### src/rtl/eco32_core_lsu_dcm_mrt.sv
// rtl/eco32_core_lsu_dcm_mrt.sv - miss request tracker for the LSU data cache miss path
module eco32_core_lsu_dcm_mrt #(
    parameter int PAGE_ADDR_WIDTH = 5,
    parameter int SLOTS           = 4,
    parameter int TID_WIDTH       = 1,
    parameter int LINE_LSB        = 6,
    parameter int TIMEOUT         = 1023
) (
    input  logic                       clk,
    input  logic                       rst,
    output logic                       rdy,
    input  logic                       req_stb,
    input  logic [TID_WIDTH-1:0]       req_tid,
    input  logic                       req_wid,
    input  logic [PAGE_ADDR_WIDTH-1:0] req_page,
    input  logic [31:0]                req_v_addr,
    output logic                       req_rdy,
    output logic                       tx_stb,
    output logic [3:0]                 tx_rid,
    output logic [TID_WIDTH-1:0]       tx_tid,
    output logic [31:0]                tx_v_addr,
    input  logic                       tx_ack,
    input  logic                       ack_stb,
    input  logic [3:0]                 ack_rid,
    input  logic [31:0]                ack_ph_addr,
    output logic                       done_stb,
    output logic                       done_err,
    output logic [3:0]                 done_rid,
    output logic [TID_WIDTH-1:0]       done_tid,
    output logic                       done_wid,
    output logic [PAGE_ADDR_WIDTH-1:0] done_page,
    output logic [31:0]                done_ph_addr,
    output logic                       err_spurious,
    output logic [4:0]                 occupancy
);

    localparam int TMR_W = (TIMEOUT > 1) ? $clog2(TIMEOUT + 1) : 1;
    localparam logic [TMR_W-1:0] TMR_MAX = TMR_W'(TIMEOUT);
    localparam bit TMO_EN = (TIMEOUT != 0);

    typedef enum logic [1:0] {
        SLOT_FREE = 2'd0,
        SLOT_PEND = 2'd1,
        SLOT_WAIT = 2'd2
    } slot_state_t;

    slot_state_t                state_q [SLOTS];
    slot_state_t                state_d [SLOTS];
    logic [TMR_W-1:0]           timer_q [SLOTS];
    logic [TMR_W-1:0]           timer_d [SLOTS];
    logic [TID_WIDTH-1:0]       tid_q   [SLOTS];
    logic                       wid_q   [SLOTS];
    logic [PAGE_ADDR_WIDTH-1:0] page_q  [SLOTS];
    logic [31:0]                vaddr_q [SLOTS];

    logic [1:0]                 init_cnt;

    logic                       any_free;
    logic [3:0]                 alloc_idx;
    logic                       line_hit;
    logic                       alloc;
    logic                       any_pend;
    logic [3:0]                 pend_idx;
    logic [TID_WIDTH-1:0]       pend_tid;
    logic [31:0]                pend_v_addr;
    logic                       ack_valid;
    logic                       to_valid;
    logic [3:0]                 to_idx;
    logic                       retire;
    logic [3:0]                 ret_idx;
    logic [TID_WIDTH-1:0]       ret_tid;
    logic                       ret_wid;
    logic [PAGE_ADDR_WIDTH-1:0] ret_page;

    // Counts four cycles out of reset before the tracker accepts work.
    always_ff @(posedge clk or negedge rst) begin
        if (!rst) begin
            init_cnt <= 2'd0;
            rdy      <= 1'b0;
        end else if (!rdy) begin
            init_cnt <= init_cnt + 2'd1;
            if (init_cnt == 2'd3) rdy <= 1'b1;
        end
    end

    // Selection logic works purely off registered slot state, so a slot
    // freed at an edge only becomes allocatable in the following cycle.
    always_comb begin
        any_free    = 1'b0;
        alloc_idx   = 4'd0;
        line_hit    = 1'b0;
        any_pend    = 1'b0;
        pend_idx    = 4'd0;
        pend_tid    = '0;
        pend_v_addr = 32'd0;
        ack_valid   = 1'b0;
        to_valid    = 1'b0;
        to_idx      = 4'd0;
        for (int i = SLOTS - 1; i >= 0; i--) begin
            if (state_q[i] == SLOT_FREE) begin
                any_free  = 1'b1;
                alloc_idx = 4'(i);
            end
            if (state_q[i] == SLOT_PEND) begin
                any_pend    = 1'b1;
                pend_idx    = 4'(i);
                pend_tid    = tid_q[i];
                pend_v_addr = vaddr_q[i];
            end
            if (TMO_EN && state_q[i] == SLOT_WAIT && timer_q[i] == TMR_MAX) begin
                to_valid = 1'b1;
                to_idx   = 4'(i);
            end
        end
        for (int i = 0; i < SLOTS; i++) begin
            if (state_q[i] != SLOT_FREE && tid_q[i] == req_tid &&
                vaddr_q[i][31:LINE_LSB] == req_v_addr[31:LINE_LSB]) begin
                line_hit = 1'b1;
            end
            if (ack_stb && ack_rid == 4'(i) && state_q[i] == SLOT_WAIT) begin
                ack_valid = 1'b1;
            end
        end
    end

    assign req_rdy = rdy & any_free & ~line_hit;
    assign alloc   = req_stb & req_rdy;
    assign retire  = ack_valid | to_valid;
    assign ret_idx = ack_valid ? ack_rid : to_idx;

    always_comb begin
        ret_tid  = '0;
        ret_wid  = 1'b0;
        ret_page = '0;
        for (int i = 0; i < SLOTS; i++) begin
            if (retire && ret_idx == 4'(i)) begin
                ret_tid  = tid_q[i];
                ret_wid  = wid_q[i];
                ret_page = page_q[i];
            end
        end
    end

    always_comb begin
        for (int i = 0; i < SLOTS; i++) begin
            state_d[i] = state_q[i];
            timer_d[i] = timer_q[i];
            case (state_q[i])
                SLOT_FREE: begin
                    if (alloc && alloc_idx == 4'(i)) state_d[i] = SLOT_PEND;
                end
                SLOT_PEND: begin
                    if (tx_stb && tx_ack && tx_rid == 4'(i)) begin
                        state_d[i] = SLOT_WAIT;
                        timer_d[i] = '0;
                    end
                end
                SLOT_WAIT: begin
                    if (retire && ret_idx == 4'(i)) begin
                        state_d[i] = SLOT_FREE;
                    end else if (timer_q[i] != TMR_MAX) begin
                        timer_d[i] = timer_q[i] + 1'b1;
                    end
                end
                default: state_d[i] = SLOT_FREE;
            endcase
        end
    end

    always_ff @(posedge clk or negedge rst) begin
        if (!rst) begin
            for (int i = 0; i < SLOTS; i++) begin
                state_q[i] <= SLOT_FREE;
                timer_q[i] <= '0;
                tid_q[i]   <= '0;
                wid_q[i]   <= 1'b0;
                page_q[i]  <= '0;
                vaddr_q[i] <= 32'd0;
            end
        end else begin
            for (int i = 0; i < SLOTS; i++) begin
                state_q[i] <= state_d[i];
                timer_q[i] <= timer_d[i];
                if (alloc && alloc_idx == 4'(i)) begin
                    tid_q[i]   <= req_tid;
                    wid_q[i]   <= req_wid;
                    page_q[i]  <= req_page;
                    vaddr_q[i] <= req_v_addr;
                end
            end
        end
    end

    // The presented request is held until consumed; the next pending slot
    // is looked up one cycle after the handshake.
    always_ff @(posedge clk or negedge rst) begin
        if (!rst) begin
            tx_stb    <= 1'b0;
            tx_rid    <= 4'd0;
            tx_tid    <= '0;
            tx_v_addr <= 32'd0;
        end else if (tx_stb) begin
            if (tx_ack) tx_stb <= 1'b0;
        end else if (any_pend) begin
            tx_stb    <= 1'b1;
            tx_rid    <= pend_idx;
            tx_tid    <= pend_tid;
            tx_v_addr <= pend_v_addr;
        end
    end

    always_ff @(posedge clk or negedge rst) begin
        if (!rst) begin
            done_stb     <= 1'b0;
            done_err     <= 1'b0;
            done_rid     <= 4'd0;
            done_tid     <= '0;
            done_wid     <= 1'b0;
            done_page    <= '0;
            done_ph_addr <= 32'd0;
            err_spurious <= 1'b0;
            occupancy    <= 5'd0;
        end else begin
            done_stb     <= retire;
            done_err     <= retire & ~ack_valid;
            done_rid     <= retire ? ret_idx : 4'd0;
            done_tid     <= ret_tid;
            done_wid     <= ret_wid;
            done_page    <= ret_page;
            done_ph_addr <= ack_valid ? ack_ph_addr : 32'd0;
            err_spurious <= err_spurious | (ack_stb & ~ack_valid);
            occupancy    <= occupancy + {4'd0, alloc} - {4'd0, retire};
        end
    end

endmodule

### config.mk
export PLATFORM = sky130hd
export DESIGN_NAME = eco32_core_lsu_dcm_mrt
export DESIGN_NICKNAME = d
export VERILOG_FILES = /design/src/rtl/eco32_core_lsu_dcm_mrt.sv
export SDC_FILE = /design/constraint.sdc
export NUM_CORES = 1
export LEC_CHECK = 0
export ABC_CLOCK_PERIOD_IN_PS = 4900
export CAP_MARGIN = 25
export CORE_AREA = 2 2 162 164
export CTS_BUF_LIST = sky130_fd_sc_hd__clkbuf_16
export CTS_CLUSTER_DIAMETER = 60
export DETAILED_ROUTE_END_ITERATION = 6
export DIE_AREA = 0 0 164 166
export PLACE_DENSITY = 0.78
export SYNTH_ARGS = -nofsm -noshare
export SYNTH_HDL_FRONTEND = slang
export SYNTH_SLANG_ARGS = --single-unit
export TNS_END_PERCENT = 100
### constraint.sdc
create_clock -name clk -period 4.9 [get_ports clk]
set_input_delay 0.98 -clock clk [delete_from_list [all_inputs] [get_ports clk]]
set_output_delay 0.98 -clock clk [all_outputs]
set_load 0.005 [all_outputs]
==> results.cfg <==
; implementation run metrics
[global_route]
grt_pass1_vias = 9748
overflow = 0
grt_max_degree = 110

[power]
p_leak_nw = 7.21
clock_power_w = 0.00239
power_w = 0.0103
power.internal_w = 0.00664
pg_comb_w = 0.00382
ir_worst_vdd_mv = 0.425
seqPwrFrac = 0.399
power_leader = sequential cells
swShare = 0.358
p_comb_frac = 0.369
seq-power_w = 0.00413

[final_layout]
antennaDiodeCount = 0
seq_area_um2 = 7360
num-nonclk-buffers = 189
nNetsFinal = 1386
seq_share = 0.439
fill_cells = 1938
logic_area_um2 = 6020
layout-area-overhead-vs-synth_pct = 21.3
sh_comb_area = 0.359
mostFrequentLayoutCells = 294 x dfrtp_1, 167 x clkdlybuf4s50_1, 140 x mux2_2, 91 x xor2_1, 66 x nand2_1
n_all_inverters = 16
buf_share = 0.111
drive_gt1_frac = 0.178
ff_count = 294
largest_cell_class = sequential cells

[clock_network]
cts_made_buffers = 34
cts_tree = yes
htree_levels = 2

[logic_synthesis]
top_logic_kind = multiplexers
synth_stat.cells = 1152
synth_area_um2 = 13800
synthFlopType = dfrtp_1
numSynthFlops = 294
ys_sh_aoi = 0.0971
mux_share = 0.139
topCellsByArea = dfrtp_1 53%, mux2_2 11%, xor2_1 5.8%
postSynthAreaPerCell_um2 = 12.0
xor_share = 0.0842
ys_types = 63
yosysWarnings = 0
synth_cells = 1152
postSynthSeqShare = 0.532
common_cells = 294 x dfrtp_1, 140 x mux2_2, 91 x xor2_1
top_cell = dfrtp_1
synthSimpleGateAreaFrac = 0.102

[worst_setup_path]
worst_r2r_path_depth = 15
arrival_ns = 3.56
cp_top_family = buffers and inverters
r2r-end = occupancy[4]
cp.depth = 7
reg2reg_from = state_q[7]
path_common_cell = clkdlybuf4s50_1
critPathRequiredTime_ns = 3.92
crit_end = req_rdy
worstSetupPathType = in -> out
startpoint = req_v_addr[13]

[status]
status = complete, no violations

[drt]
ant_nets = 0
wl_per_cell_um = 20.4
drc = 0
vias = 9703

[placed_design]
port_buffers = 168
place_ws_ns = 0.464
gp_congestion = 0.854

[timing]
slew_headroom = 0.449
tns_ns = 0
drv_slew = 0

[min_path]
holdPathEnd = init_cnt[0]

[die]
core_um2 = 25600
nWellTaps = 335

[flow_run]
warnings = 28
max_cap_violations = 0
==> state kept, by name (all words and copies together), names as in the netlist, 2 cells and up <==
register	count
vaddr_q	128
state_q	8
done_page	5
init_cnt	2
page_q	20
tid_q	4
done_ph_addr	32
timer_q	40
wid_q	4
occupancy	5
tx_rid	2
tx_v_addr	32
done_rid	4
==> routing by layer <==
| layer | vias up | wire [um] | global-route usage |
|---|---|---|---|
| met5 | - | 0 | 0 |
| met3 | 81 | 2020 | 0.0467 |
| met4 | 0 | 1100 | 0.0919 |
| met1 | 4877 | 14400 | 0.340 |
| li1 | 4420 | - | - |
| met2 | 325 | 16100 | 0.403 |
==> per-stage QoR <==
step | cell area (um^2) | instances
floorplan | 13800 | 1155
global placement | 15700 | 1594
detailed placement | 15700 | 1594
CTS | 16800 | 1651
global route | 16800 | 1651
finish | 16800 | 1651
Figure 1. Gate families picked out.
(2 px per um)
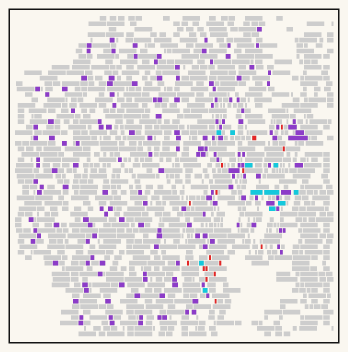
inverting AOI/OAI gates: in purple, cells 171, most used o31ai_1, where widely spread. AND-OR and OR-AND gates: in cyan, cells 11, most used a21o_1. inverters: in red, cells 16, most used inv_1.
most frequent logic cell in the layout: dfrtp_1
Final Non-Filler Cells: 1651

Figure 2. Clock wires, drivers and flops.
(3 px per um)
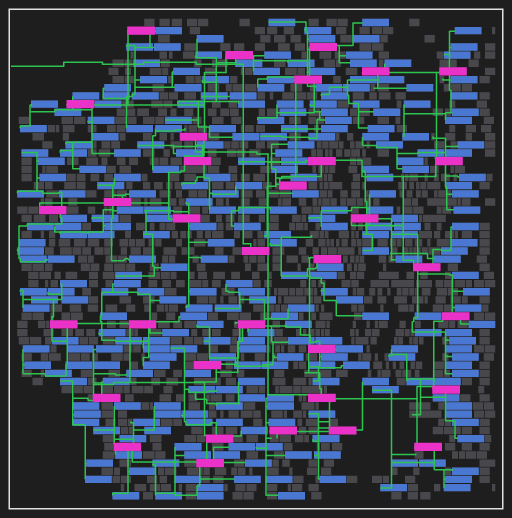
cells driving clock nets: in magenta, count 34. clock wires: in green, length 3630 um. flip-flops: in blue, count 294.
There are 35 routed clock nets.

Figure 3. Port wiring.
(3 px per um)
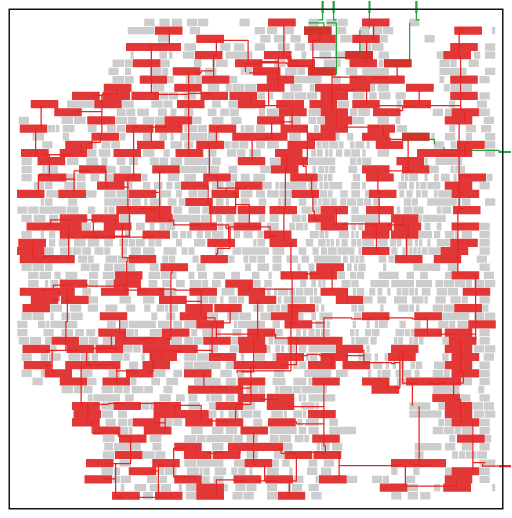
rst: in red, direction input, edge right, end cells 294, wire 2180 um. done_page: in green, direction output, edge 4 top, 1 right, end cells 5, wire 97.3 um.

Figure 4. Routed metal per tile.
(2 px per um) 33 x 33 tiles, from white (low) to dark blue (high), scaled to the fullest tile. Values are wire area over tile area, all layers added.
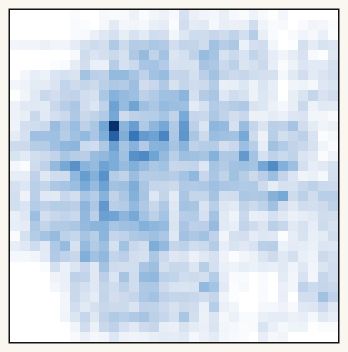
The densest ninth of the die: center. The emptiest ninth of the die: lower right. The fullest tile reaches 0.95. The mean over all tiles is 0.20. 3.1% of the tiles are over half the peak.

